$ cat config.mk
export PLATFORM = sky130hd
export DESIGN_NAME = fetch_unit
export DESIGN_NICKNAME = d
export VERILOG_FILES = /design/src/rtl/fetch_unit.sv
export SDC_FILE = /design/constraint.sdc
export NUM_CORES = 1
export LEC_CHECK = 0
export CAP_MARGIN = 20
export CORE_ASPECT_RATIO = 1.25
export CORE_MARGIN = 10
export CORE_UTILIZATION = 50
export DETAILED_ROUTE_END_ITERATION = 16
export GPL_TIMING_DRIVEN = 1
export PLACE_DENSITY_LB_ADDON = 0.3
export REMOVE_ABC_BUFFERS = 1
export SLEW_MARGIN = 30
export SYNTH_ARGS = -nofsm -noshare
export SYNTH_HDL_FRONTEND = slang
export SYNTH_SLANG_ARGS = --single-unit
$ cat constraint.sdc
create_clock -name clock -period 4.6 [get_ports clock]
set_clock_uncertainty 0.05 [all_clocks]
set_input_delay 0.92 -clock clock [delete_from_list [all_inputs] [get_ports clock]]
set_output_delay 0.92 -clock clock [all_outputs]
set_load 0.02 [all_outputs]
$ cat src/rtl/fetch_unit.sv
// Decoupled instruction fetch: PC register, in-order imem requests, DEPTH-entry prefetch queue, redirect flush/squash.
// Latency: a response word is visible on inst_* the cycle after it arrives; a request is raised combinationally from state.
// Backpressure: requests stop while queued + outstanding fetches reach DEPTH; inst_ready low simply holds the queue head.
module fetch_unit #(
   parameter int                ADDR_W   = 32,
   parameter int                DEPTH    = 4,
   parameter logic [ADDR_W-1:0] RESET_PC = ADDR_W'(32'h00400000)
) (
   input  logic                         clock,
   input  logic                         reset,
   output logic                         imem_req_valid,
   input  logic                         imem_req_ready,
   output logic [ADDR_W-1:0]            imem_req_addr,
   input  logic                         imem_rsp_valid,
   input  logic [31:0]                  imem_rsp_data,
   input  logic                         redirect_valid,
   input  logic [ADDR_W-1:0]            redirect_pc,
   output logic                         inst_valid,
   input  logic                         inst_ready,
   output logic [31:0]                  inst_data,
   output logic [ADDR_W-1:0]            inst_pc,
   output logic [ADDR_W-1:0]            inst_pc_4,
   output logic [$clog2(DEPTH+1)-1:0]   occupancy
);

   localparam int CW = $clog2(DEPTH + 1);
   localparam int PW = $clog2(DEPTH);

   logic              run_q;
   logic [ADDR_W-1:0] fetch_pc;
   logic [ADDR_W-1:0] rsp_pc;
   logic [CW-1:0]     count;
   logic [CW-1:0]     outstanding;
   logic [CW-1:0]     drop_cnt;
   logic [CW-1:0]     out_nxt;
   logic [PW-1:0]     wr_ptr;
   logic [PW-1:0]     rd_ptr;
   logic [31:0]       data_q [DEPTH];
   logic [ADDR_W-1:0] pc_q   [DEPTH];

   logic              credit_ok;
   logic              req_fire;
   logic              push;
   logic              pop;
   logic [ADDR_W-1:0] target_pc;

   // Credits cover both queued words and fetches still in flight, so a push can never find the queue full.
   assign credit_ok      = ({1'b0, count} + {1'b0, outstanding}) < (CW+1)'(DEPTH);
   assign imem_req_valid = run_q && !redirect_valid && credit_ok;
   assign imem_req_addr  = fetch_pc;
   assign req_fire       = imem_req_valid && imem_req_ready;

   // A response is squashed if it belongs to a pre-redirect fetch or arrives in the redirect cycle itself.
   assign push      = imem_rsp_valid && !redirect_valid && (drop_cnt == '0);
   assign pop       = inst_valid && inst_ready;
   assign target_pc = redirect_pc & ~ADDR_W'(3);

   // Head of queue; zeroed when empty so the idle outputs match the reset values.
   assign inst_valid = (count != '0);
   assign inst_data  = inst_valid ? data_q[rd_ptr] : 32'h0;
   assign inst_pc    = inst_valid ? pc_q[rd_ptr] : '0;
   assign inst_pc_4  = inst_pc + ADDR_W'(4);
   assign occupancy  = count;

   // Live outstanding count after this cycle's accept and response; also the drop count on a redirect.
   always_comb begin
      out_nxt = outstanding;
      if (req_fire)       out_nxt = out_nxt + CW'(1);
      if (imem_rsp_valid) out_nxt = out_nxt - CW'(1);
   end

   // Fetch/response PCs, credit counters and queue pointers.
   always_ff @(posedge clock or negedge reset) begin
      if (!reset) begin
         run_q       <= 1'b0;
         fetch_pc    <= RESET_PC;
         rsp_pc      <= RESET_PC;
         count       <= '0;
         outstanding <= '0;
         drop_cnt    <= '0;
         wr_ptr      <= '0;
         rd_ptr      <= '0;
      end else begin
         run_q       <= 1'b1;
         outstanding <= out_nxt;
         if (redirect_valid) begin
            fetch_pc <= target_pc;
            rsp_pc   <= target_pc;
            count    <= '0;
            drop_cnt <= out_nxt;
            rd_ptr   <= wr_ptr;
         end else begin
            if (req_fire) fetch_pc <= fetch_pc + ADDR_W'(4);
            if (push) begin
               rsp_pc <= rsp_pc + ADDR_W'(4);
               wr_ptr <= wr_ptr + PW'(1);
            end
            if (pop) rd_ptr <= rd_ptr + PW'(1);
            if (push && !pop)      count <= count + CW'(1);
            else if (pop && !push) count <= count - CW'(1);
            if (imem_rsp_valid && (drop_cnt != '0)) drop_cnt <= drop_cnt - CW'(1);
         end
      end
   end

   // Queue storage; contents are only observed through count, so no reset is needed.
   always_ff @(posedge clock) begin
      if (push) begin
         data_q[wr_ptr] <= imem_rsp_data;
         pc_q[wr_ptr]   <= rsp_pc;
      end
   end

endmodule
### Sequential cells coloured by netlist name, run 1

Other sequential cells in the stronger grey, the rest of the logic in the fainter grey.
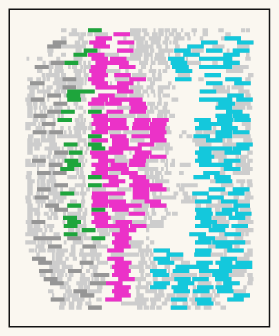
pc_q: in magenta, placed flops 120. data_q: in cyan, placed flops 128, where a vertical strip on the right. rsp_pc: in green, placed flops 30.
Another 44 sequential cells are not coloured.
utilization after layout: 63.12%
Seq. pwr: 0.00357 W
Register Area: 9309 sq um

### Power grid, run 1

Pins as bars on the die edge. Tap cells in grey.
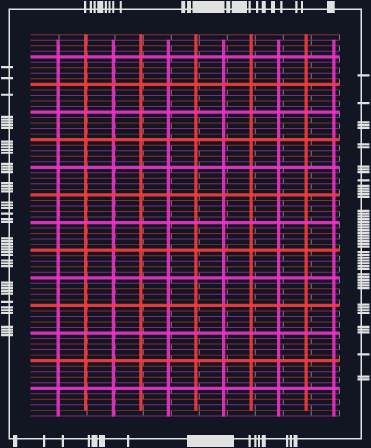
VSS: in magenta. VDD: in red.
70 met1 rails follow the rows. 390 tap cells.
maximum vdd drop: 0.0003478 V
core box area: 28580 sq um
DIE WIDTH: 172.6 microns
Die Ht: 210.7 microns

### Placement by cell class, run 1

Scale bar: 50 microns.
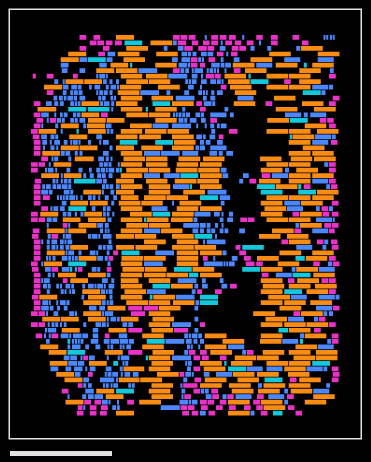
remaining buffers and delay cells: in magenta, cells 220, share of their area 13%. clock drivers and dummy loads: in cyan, cells 56, share of their area 5.8%. remaining logic cells: in blue, cells 622, share of their area 28%. registers: in orange, cells 322, share of their area 53%.
sequential share of cell area: 51.61%
Rows: 69
Finished Cell Area: 18040 sq um

run 1: timing repair:
item                       CTS  global route
pin swaps                    0             1
setup endpoints to repair    7            11
hold endpoints to repair     0             0
buffers inserted             0             1
gates resized                6            12
run 1: layout by cell type, fill, tap and decap left out, drive strengths merged, types with 13 or more instances in the layout:
| cell | instances |
|---|---|
| clkdlybuf4s50 | 181 |
| inv | 23 |
| dfrtp | 72 |
| o311ai | 13 |
| ha | 13 |
| xnor2 | 34 |
| a31oi | 17 |
| clkbuf | 44 |
| and3 | 26 |
| and2 | 66 |
| edfxtp | 248 |
| nand4 | 33 |
| o21ai | 52 |
| nand3 | 38 |
| mux4 | 62 |
| buf | 27 |
| nand2 | 80 |
| nor2 | 30 |
| xor2 | 32 |
run 1: cell type report:
type	count	area [sq um]	share of cell area (%)
inverter	23	86.33	0.4786
timing repair buffer	220	2231	12.37
clock inverter	12	160.2	0.8879
sequential	322	9309	51.61
clock buffer	44	864.6	4.793
tap	390	488.0	2.705
multi-input combinational	599	4898	27.16
run 1: stage by stage:
stage | power [W] | area, sq um | cells | hold slack [ns] | util [%]
after floorplan | 0.006356 | 14250 | 944 | 0.4260 | -
after global placement | 0.008450 | 16960 | 1553 | 0.4509 | 59.36
after detailed placement | 0.008513 | 16960 | 1553 | 0.4656 | 59.36
after CTS | 0.01103 | 17980 | 1609 | 0.3808 | 62.93
after global routing | 0.01144 | 18040 | 1610 | 0.4287 | 63.12
final | 0.01088 | 18040 | 1610 | 0.3859 | 63.12
run 1: state kept, by name, summed over array words and instances (netlist names):
signal	cells
rsp_pc	30
wr_ptr	2
rd_ptr	2
pc_q	120
occupancy	3
drop_cnt	3
outstanding	3
run_q	1
data_q	128
imem_req_addr	30
==> impl_metrics.tcl, run 1 <==
# yosys + openroad results
set metrics [dict create \
    power.group.top "combinational cells" \
    nets 1280 \
    grtUsageTotal_pct 17.78 \
    chipArea_sq_um 36360 \
    wl_met1_microns 12870 \
    log.warning_count 31 \
    ys_area_sq_um 14550 \
    crit_path_end_kind "output port" \
    clk-power_w 0.00253 \
    rsz0062_at_grt "false" \
    cts_root_buf "clkbuf_16" \
    min_period_over_period_pct 97.38 \
    cp_num_cells 8 \
    slowest_stage "clkdlybuf4s50_1" \
    critPathLaunch "rd_ptr[0]$_DFFE_PN0P_" \
    top_cells_by_count "edfxtp_1, nand2_1, dfrtp_1, and2_1, o21ai_0" \
    p_sw_w 0.003788 \
    async_reset_ff_share_pct 22.98 \
    grt_max_degree 65 \
    status "complete, no violations" \
    cp_cell_sequence "mux4_1 -> and2_1 -> ha_1 -> and3_1 -> and4_1 -> nand4_1 -> xnor2_1 -> clkdlybuf4s50_1" \
    critical_path.max_fanout 10 \
    slowest_delay_ns 0.63 \
    endpoint "inst_pc_4[26]" \
    synthTopCellsByArea "edfxtp_1, dfrtp_1, mux4_2, mux4_1, and2_1" \
    seq_power_share_pct 32.8 \
    timing.rr.end "drop_cnt[2]$_DFFE_PN0P_" \
    ys_sh_mux_pct 11.20 \
    power_combinational_w 0.00478 \
    clkLatencyLatePin_ns 0.55 \
    io_pins 203 \
    yosys_most_used_dff "edfxtp_1" \
    antenna_found_initial 0 \
    setup_ws_ns 0.1207 \
    hp-class "in2async" \
    drv_slew 0 \
    drt_wl_total_microns 32920 \
    drtAntennaViolNets 0 \
    netlist.area_leader.share_pct 51.20 \
    drc 0 \
    cp_top_family "simple AND/OR/NAND/NOR gates" \
    viasPerCell 5.654 \
    required_ns 3.63 \
    cts_buffer_depth 3 \
]
==> run 2, diff against run 1 <==
CORE_ASPECT_RATIO = 0.8   (was 1.25)
==> run 2 against run 1 <==
Sequential share of layout area is 0.16 points lower; critical path depth is 1 lower; combinational power is 3% higher; flip-flop count stayed put; wire length is 8.5% higher; clock power is 2% higher; total power is 2.0% higher; maximum frequency is 0.16% higher; synthesized cell count stayed put; count of clock-buffer cells in the layout stayed put; largest cell class unchanged.
==> impl_metrics.tcl, run 2 <==
# yosys + openroad results
set metrics [dict create \
    status "complete, no violations" \
    required_ns 3.63 \
    synthTopCellsByArea "edfxtp_1, dfrtp_1, mux4_2, mux4_1, and2_1" \
    largest_register_ffs 128 \
    cts_buffer_depth 3 \
    cts_root_buf "clkbuf_16" \
    yosys_most_used_dff "edfxtp_1" \
    nets 1287 \
    fin_area_sq_um 18090 \
    chipArea_sq_um 36360 \
    timing.rr.end "drop_cnt[2]$_DFFE_PN0P_" \
    crit_path_end_kind "output port" \
    peakVddDrop_v 0.0006368 \
    worst_hold_slack_ns 0.3698 \
    log.warning_count 31 \
    cp_cell_sequence "buf_16 -> mux4_2 -> nand4_1 -> a2111o_1 -> nor4_2 -> xor2_1 -> clkdlybuf4s50_1" \
    setup_ws_ns 0.1281 \
    drc 0 \
    die_h_microns 172.6 \
    viasPerCell 5.823 \
    top_register "data_q" \
    lay_top_count "edfxtp_1" \
    hp-class "in2async" \
    min_period_over_period_pct 97.22 \
    netlist.area_leader.share_pct 51.20 \
    cts_setup_buffers 3 \
    async_reset_ff_share_pct 22.98 \
    cp_top_family "buffers and inverters" \
    place_area_sq_um 16920 \
    grt_max_degree 75 \
    top_cells_by_count "edfxtp_1, nand2_1, dfrtp_1, and2_1, o21ai_0" \
    drt_wl_total_microns 35700 \
    power.group.top "combinational cells" \
    post_cts_resized 3 \
    dieWidth_microns 210.7 \
    grtUsageTotal_pct 19.26 \
    mostFrequentLayoutCells "edfxtp_1, clkdlybuf4s50_1, nand2_1" \
    critPathLaunch "rd_ptr[0]$_DFFE_PN0P_" \
    cp_num_cells 7 \
]
run 2: cell count changes in the layout (fill, tap and decap cells not counted), moves of 3 or more:
cell / change
clkbuf_1: -3
buf_12: -3
clkbuf_8: -3
clkbuf_16: +7
dlygate4sd2_1: -3
bufinv_16: -3
clkinv_1: +5
run 2: logic make-up after synthesis:
logic type | after synthesis | synth area share, %
adder cells (fa/ha/maj) | 14 | 1.256
flip-flops | 322 | 63.94
AND/OR/NAND/NOR | 323 | 11.91
multiplexers | 77 | 11.20
AND-OR/OR-AND | 112 | 4.903
other | 2 | 0.05163
XOR/XNOR | 66 | 3.974
buffers and inverters | 79 | 2.761
run 2: per-stage QoR:
stage | utilization [%] | std cells | total power [W] | TNS, ns
after floorplan | - | 944 | 0.006356 | -24.25
after global placement | 59.37 | 1532 | 0.008498 | 0
after detailed placement | 59.37 | 1532 | 0.008545 | 0
after CTS | 63.17 | 1595 | 0.01115 | 0
after global routing | 63.50 | 1596 | 0.01166 | -0.01397
final | 63.51 | 1597 | 0.01110 | 0
run 2: layout make-up:
| class | instances | area [sq um] |
|---|---|---|
| Antenna cell | 1 | 2.502 |
| Clock buffer | 44 | 962.2 |
| Clock inverter | 16 | 101.3 |
| Fill cell | 2129 | 10400 |
| Inverter | 23 | 86.33 |
| Multi-Input combinational cell | 599 | 4898 |
| Sequential cell | 322 | 9309 |
| Tap cell | 370 | 462.9 |
| Timing Repair Buffer | 222 | 2272 |
run 2: worst max path at each step:
stage | to | slack (ns)
6_report | inst_pc_4[29] | 0.13
3_3_place_gp | inst_pc_4[18] | 0.37
5_1_grt | inst_pc_4[19] | -0.008
2_1_floorplan | inst_pc_4[18] | -1.49
4_1_cts | inst_pc_4[23] | 0.02
3_5_place_dp | inst_pc_4[20] | 0.33
### Clock distribution, run 2

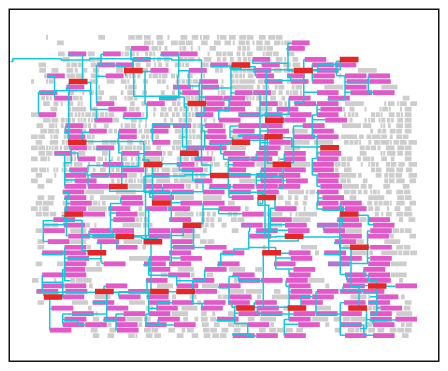
clock wires: in cyan, length 3590 microns. flip-flops: in magenta, count 322. clock-net drivers: in red, count 35.
There are 36 routed clock nets. Position of the flops: widely spread.
Latency at later pin: 0.51 ns
clk pwr: 0.00259 W
power share of the clock group: 23.3%

### Placement by cell class, run 2

Scale bar: 50 microns.
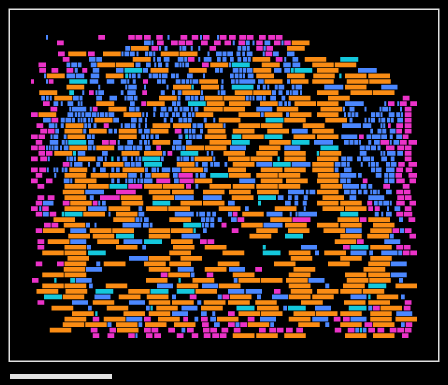
remaining buffers and delay cells: in magenta, cells 222, share of their area 13%. registers: in orange, cells 322, share of their area 53%. remaining logic cells: in blue, cells 622, share of their area 28%. clock drivers and dummy loads: in cyan, cells 60, share of their area 6.0%.
core box area: 28490 sq um
sequential share of cell area: 51.45%
Rows: 55

Power and IR drop assume default switching activity.
